==> config.mk <==
export PLATFORM = sky130hd
export DESIGN_NAME = alarm_display_scan
export DESIGN_NICKNAME = d
export VERILOG_FILES = /design/src/rtl/alarm_display_scan.sv
export SDC_FILE = /design/constraint.sdc
export NUM_CORES = 1
export LEC_CHECK = 0
export ABC_AREA = 1
export CORE_ASPECT_RATIO = 1.75
export CORE_UTILIZATION = 54
export CTS_CLUSTER_SIZE = 10
export DETAILED_ROUTE_END_ITERATION = 12
export HOLD_SLACK_MARGIN = 0.02
export PLACE_DENSITY = 0.78
export SYNTH_ARGS = -nofsm -noshare
export SYNTH_HDL_FRONTEND = slang
export SYNTH_SLANG_ARGS = --single-unit
==> constraint.sdc <==
create_clock -name Clock -period 3.23 [get_ports Clock]
set_input_delay 0.969 -clock Clock [delete_from_list [all_inputs] [get_ports Clock]]
set_output_delay 0.969 -clock Clock [all_outputs]
set_load 0.02 [all_outputs]
**Run 1: sequential cells grouped by signal name**

The bar under the picture is 20 um long. Other sequential cells in the stronger gray, the rest of the logic in the fainter gray.
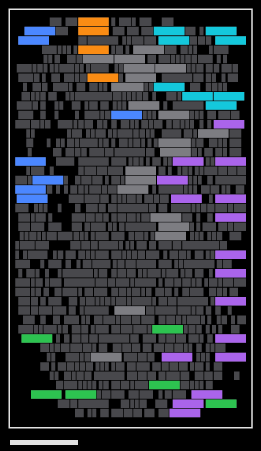
- cyan: frame_cnt_q (sequential cells 8; where north-east)
- orange: hours_q (sequential cells 4)
- blue: Seg (sequential cells 7)
- purple: presc_q (sequential cells 16)
- green: secs_q (sequential cells 6)
- not colored: 20
seq pwr: 765 uW
Flop area: 0.00153 sq mm
Util after Layout: 81.8%
flop share of the area: 23.6%

**Run 1: congestion heat map**

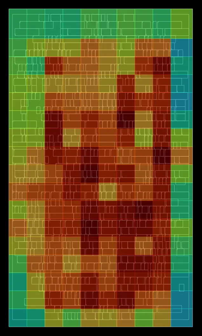
Routed WL per cell: 17.1 um
GR peak layer: met2
M3 GR Usage: 5.21%
gr usage total: 33.8%
met1 Usage GRT: 32.7%

**Run 1: logic cells by family**

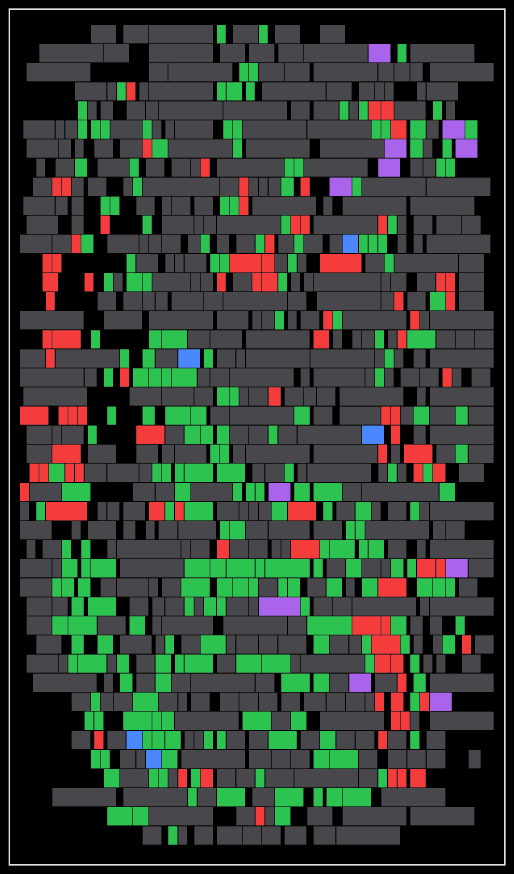
- red: nor cells (cells 89; most used nor2_1; where spread over the die)
- purple: xor and xnor cells (cells 11; most used xor2_1)
- green: nand cells (cells 228; most used nand2_1; where spread over the die)
- blue: and/or cells (cells 5; most used or2_4)
top logic cell by instance count in the layout: nand2_1
Non-Filler Instances: 856
logic share of the area: 45.0%

==> flow_metrics.env, run 1 <==
# flow metrics
export IMPL_status="finished with violations"
export IMPL_violations="negative setup slack"
export IMPL_crit_path_max_incr_delay_ns=0.39
export IMPL_ant_nets=0
export IMPL_worstPathRequired_ns=3.49
export IMPL_r2r_slack_ns=-0.36
export IMPL_cts_num_sinks=61
export IMPL_core_area_sq_mm=0.00791
export IMPL_firstDrtPassIters=5
export IMPL_synth_warnings=0
export IMPL_cts_tree="yes"
export IMPL_edf_count=0
export IMPL_drt_initial_drc_count=373
export IMPL_maxCapViolations=0
export IMPL_path_class="flip-flop to flip-flop"
export IMPL_chip_area_sq_mm=0.00858
export IMPL_setup_tns_ns=-2.18
export IMPL_overflow=0
export IMPL_antenna_found_initial=0
export IMPL_layout_setup_ws_ns=-0.358
export IMPL_clk_pin_slew_worst_paths_ns=0.06
export IMPL_placement_io_buffers=34
export IMPL_initial_core_util_pct=56.0
export IMPL_cts_root_buf="clkbuf_16"
export IMPL_cp_max_fo=4
export IMPL_fp_dieH_um=122
export IMPL_min_path_cells=2
export IMPL_numCtsBuffers=9
export IMPL_synth_cells=608
export IMPL_slew_headroom_pct=53.8
export IMPL_rsz0062_at_grt="yes"
export IMPL_power_density_mw_per_mm2=287
export IMPL_power_uw=1860
export IMPL_grt_max_degree=30
export IMPL_syn_num_nets=661
export IMPL_fin_crit_sh_pct=111
export IMPL_holdWs_ns=0.482
export IMPL_synthDistinctLibCells=47
export IMPL_placed_area_sq_mm=0.00553
export IMPL_ys_cells=608
export IMPL_hp_class="flip-flop to flip-flop"
export IMPL_reg2reg_depth=27
export IMPL_power_leakage_uw=0.00343
export IMPL_grt_pass1_wl_um=22500
export IMPL_postSynth_asyncResetShare_pct=100
export IMPL_die_x_um=70.4
export IMPL_vdd_drop_max_mv=0.254
export IMPL_end_kind="flip-flop"
export IMPL_vias=4916
export IMPL_areaGrowthSynthToFinish_pct=46.1
export IMPL_worst_pin_slew_ns=0.687
export IMPL_hold_violations=0
export IMPL_clk_latency_ns=0.33
export IMPL_synth_flops=61
export IMPL_syn_area_per_cell_sq_um=7.28
export IMPL_period_needed_ns=3.59
export IMPL_final_area_sq_mm=0.00647
export IMPL_syn_area_sq_mm=0.00443
export IMPL_max_freq_mhz=279
export IMPL_log_warning_count=49
export IMPL_setup_viol=7
export IMPL_gp_congestion=1.00
-- run 1: cell usage after synthesis (7+ instances only) --
cell type	count	area, sq um
nand4_1	16	100
inv_2	7	26.3
nand3_1	34	170
nand2_1	148	556
a21oi_1	20	100
o21ai_0	29	145
nand2_4	7	78.8
inv_1	88	330
nand2_2	17	106
nor2_1	69	259
nor3_1	10	50.1
xor2_1	10	87.6
dfrtp_1	59	1480
ha_1	33	413
-- run 1: worst max-delay path, delay by kind of cell, from the launching register on --
kind,cells,cell delay (ns)
AOI/OAI and AO/OA,3,0.32
adders and majority gates,3,0.59
buffers and inverters,5,0.48
DFF,1,0.39
and+or+nand+nor,16,1.74
-- run 1: where the power goes --
group	switching, uW	internal [uW]	total [uW]
logic	21.9	20.1	42.0
clock network	373	676	1050
registers	0	765	765
-- run 1: cell families after synthesis --
group	share of synthesized area, %
simple gates	33.8
flops	34.5
compound gates	11.0
xor+xnor	2.35
fa+ha+maj	9.33
buf+inv	9.02
-- run 1: metrics by stage --
step / utilization, % / setup WS, ns
after floorplan: - / 0.0278
after global placement: 69.9 / -0.634
after detailed placement: 69.9 / -0.726
after CTS: 79.1 / -0.211
after global routing: 81.8 / -0.543
final: 81.8 / -0.358
-- run 1: timing repair --
| item | CTS | global route |
|---|---|---|
| pin swaps | 51 | 45 |
| endpoints found under the setup margin | 7 | 7 |
| hold buffers | 0 | 0 |
| setup buffers | 23 | 7 |
| cloned | 0 | 0 |
| gates resized | 70 | 49 |
-- run 1: metal layers --
| layer | vias up | share of wire [%] | track usage, % |
|---|---|---|---|
| met3 | 105 | 4.6 | 5.21 |
| li1 | 2265 | - | - |
| met4 | 0 | 7.6 | 24.0 |
| met1 | 2319 | 35 | 32.7 |
| met2 | 227 | 53 | 63.4 |
| met5 | - | 0 | 0 |
-- run 1: layout make-up --
cell class | count | area [sq um] | area share (%)
flip-flops and latches | 61 | 1530 | 23.6
inverters | 98 | 382 | 5.90
multi-input cells | 445 | 2910 | 45.0
clock inverters | 6 | 86.3 | 1.34
well taps | 90 | 113 | 1.74
clock buffers | 10 | 229 | 3.54
repair buffers | 146 | 1220 | 18.9
==> run 1 -> run 2 <==
==> constraint.sdc (replaced) <==
create_clock -name Clock -period 3.23 [get_ports Clock]
set_input_delay 0.4845 -clock Clock [delete_from_list [all_inputs] [get_ports Clock]]
set_output_delay 0.4845 -clock Clock [all_outputs]
set_load 0.02 [all_outputs]
==> run 2 against run 1 <==
- the flow still finishes with violations (negative setup slack)
- synthesized cell count unchanged
- first-iteration DRC count decreased by 19%
- clock-buffer cell count unchanged
- largest cell class unchanged
==> flow_metrics.env, run 2 <==
# flow metrics
export IMPL_synth_flops=61
export IMPL_synth_cells=608
export IMPL_synth_top_area_share_pct=33.4
export IMPL_vias=4541
export IMPL_power_uw=1720
export IMPL_synthTopCellsByCount="148 x nand2_1, 88 x inv_1, 69 x nor2_1, 59 x dfrtp_1, 34 x nand3_1"
export IMPL_max_freq_mhz=294
export IMPL_drt_initial_drc_count=302
export IMPL_internal_power_uw=1370
export IMPL_hp_class="input port to async pin"
export IMPL_track_usage_pct=29.6
export IMPL_firstDrtPassIters=5
export IMPL_wl_per_cell_um=14.9
export IMPL_seqPwrFrac_pct=44.5
export IMPL_cp_max_fo=6
export IMPL_reg2reg_depth=27
export IMPL_status="finished with violations"
export IMPL_switching_power_uw=346
export IMPL_postSynth_asyncResetShare_pct=100
export IMPL_hold_buffers=0
export IMPL_gp_congestion=0.932
export IMPL_setup_viol=7
export IMPL_setup_tns_ns=-0.812
export IMPL_pwr_share_clk_pct=53.0
export IMPL_ys_cells=608
export IMPL_rsz0062_at_grt="yes"
export IMPL_numCtsBuffers=9
export IMPL_initial_core_util_pct=56.0
export IMPL_cts_root_buf="clkbuf_16"
export IMPL_hold_violations=0
export IMPL_worst_pin_slew_ns=0.925
export IMPL_chip_area_sq_mm=0.00858
export IMPL_yosys_area_top_type="dfrtp_1"
export IMPL_syn_area_sq_mm=0.00443
export IMPL_grt_pass1_wl_um=20100
export IMPL_power_leakage_uw=0.00319
export IMPL_syn_area_per_cell_sq_um=7.28
export IMPL_die_x_um=70.4
export IMPL_cts_tree="yes"
export IMPL_power_density_mw_per_mm2=285
export IMPL_path_class="flip-flop to flip-flop"
export IMPL_layout_setup_ws_ns=-0.173
export IMPL_cts_num_sinks=61
export IMPL_mostFrequentLayoutCell="nand2_1"
export IMPL_overflow=0
export IMPL_fin_crit_sh_pct=105
export IMPL_violations="negative setup slack"
export IMPL_ant_nets=0
export IMPL_placement_io_buffers=34
export IMPL_switching_share_pct=20.1
export IMPL_most_common_cell="nand2_1"
export IMPL_synth_warnings=0
export IMPL_p_comb_share_pct=2.5
==> run 2: cell counts after synthesis <==
Identical to the previous run, type by type.
==> run 2: per-stage QoR <==
step	std cells	setup WS (ns)	util, %	cell area, sq um
after floorplan	608	0.0103	-	4490
after global placement	786	-0.121	67.7	5350
after detailed placement	786	-0.216	67.7	5350
after CTS	816	-0.0482	74.1	5860
after global routing	827	-0.500	76.3	6030
final	827	-0.173	76.3	6030
==> run 2: logic make-up after synthesis <==
kind of cell / Yosys count / share of synthesized area [%]
AOI/OAI and AO/OA: 79 / 11.0
xor gates and xnor gates: 11 / 2.35
and+or+nand+nor: 322 / 33.8
buffers and inverters: 102 / 9.02
DFF: 61 / 34.5
adders and majority gates: 33 / 9.33
==> run 2: what timing repair did <==
action | 4_1_cts | 5_1_grt
resized | 37 | 29
cloned | 0 | 0
pin swaps | 31 | 17
setup endpoints to repair | 7 | 9
setup buffers | 15 | 11
==> run 2: worst max-delay path: stages, from the launching register on <==
cell and delay, ns:
dfrtp_1 0.36, ha_2 0.21, nand2_2 0.07, inv_2 0.08, nand2_4 0.06, nor2_4 0.17
nand4_1 0.16, nand2_4 0.12, clkinv_4 0.06, ha_4 0.24, inv_2 0.05, a21oi_2 0.03
a21oi_2 0.12, nand4_1 0.16, nand3_1 0.18, nand3_2 0.10, nand2_2 0.09, nand2_4 0.10
nand2_2 0.10, nand2_4 0.07, ha_1 0.19, inv_1 0.06, nand3_1 0.10, nand3_1 0.11
nand2_1 0.08, nand2_2 0.08, nand2_1 0.05, a21oi_1 0.13
==> run 2: power groups by stage <==
stage	Combinational, uW	Sequential (uW)	Clock, uW
after floorplan	1.16	778	0
after global placement	42.8	778	0
after detailed placement	42.9	778	0
after CTS	43.5	765	925
after global routing	46.9	765	956
final	42.6	765	912
==> run 2: cell type report <==
class	instances	area [sq um]	share of cell area (%)
clock buffer	10	229	3.79
clock inverter	5	52.6	0.871
inverter	98	379	6.28
multi-input combinational	445	2750	45.6
sequential	61	1530	25.3
tap	90	113	1.87
timing repair buffer	118	982	16.3
==> run 2: per-layer routing <==
layer	share of wire [%]	up-vias	track usage (%)
met2	56	128	56.1
li1	-	2195	-
met1	35	2165	28.8
met4	5.0	0	18.8
met5	0	-	0
met3	3.8	53	5.05
**Run 2: placed cells, one color a class**

The bar under the picture is 20 um long.
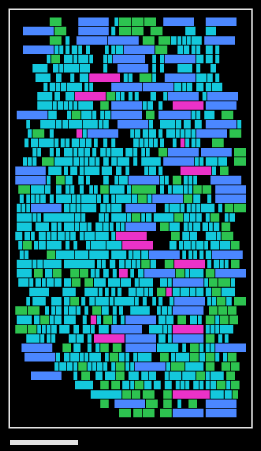
- green: remaining buffers and delay cells (cells 118; share of their area 17%)
- magenta: clock drivers and dummy loads (cells 15; share of their area 4.8%)
- cyan: remaining logic cells (cells 543; share of their area 53%)
- blue: registers (cells 61; share of their area 26%)
flop share of the area: 25.3%
Util after Layout: 76.3%
core box area: 0.00791 sq mm
post-route design area: 0.00603 sq mm

**Run 2: clock wires, drivers and flops**

The bar under the picture is 20 um long.
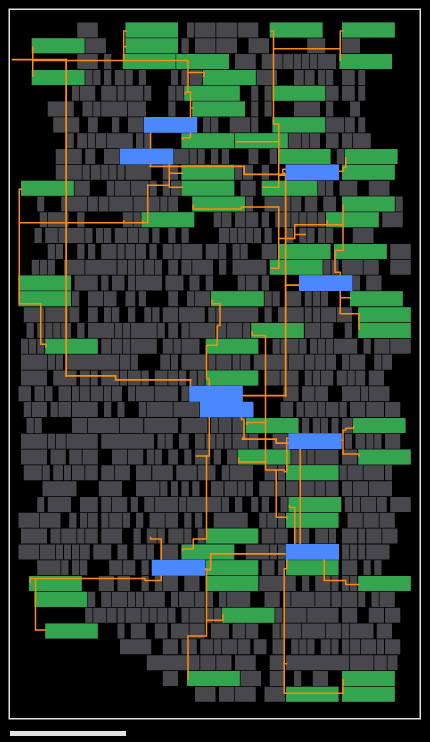
- blue: clock-net drivers (count 9)
- green: flip-flops (count 61)
- orange: clock wires (length 796 um)
- flops lie: spread over the die
- routed clock nets: 10
clock group power: 912 uW
clk latency late pin: 0.32 ns

**Run 2: logic cells by family**

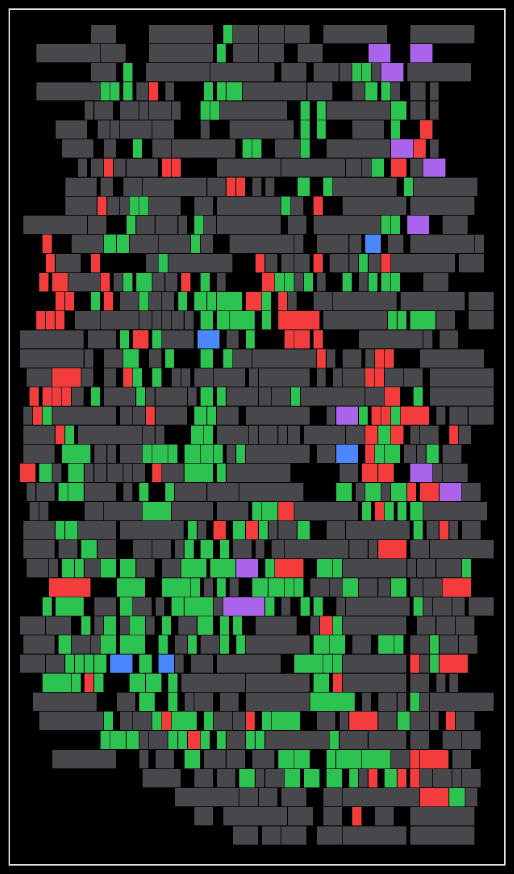
- red: nor cells (cells 89; most used nor2_1; where spread over the die)
- green: nand cells (cells 228; most used nand2_1)
- blue: and/or cells (cells 5; most used or2_4)
- purple: xor and xnor cells (cells 11; most used xor2_1)
Non-Filler Instances: 827
logic share of the area: 45.6%

Power is estimated from default activity; no workload was simulated.
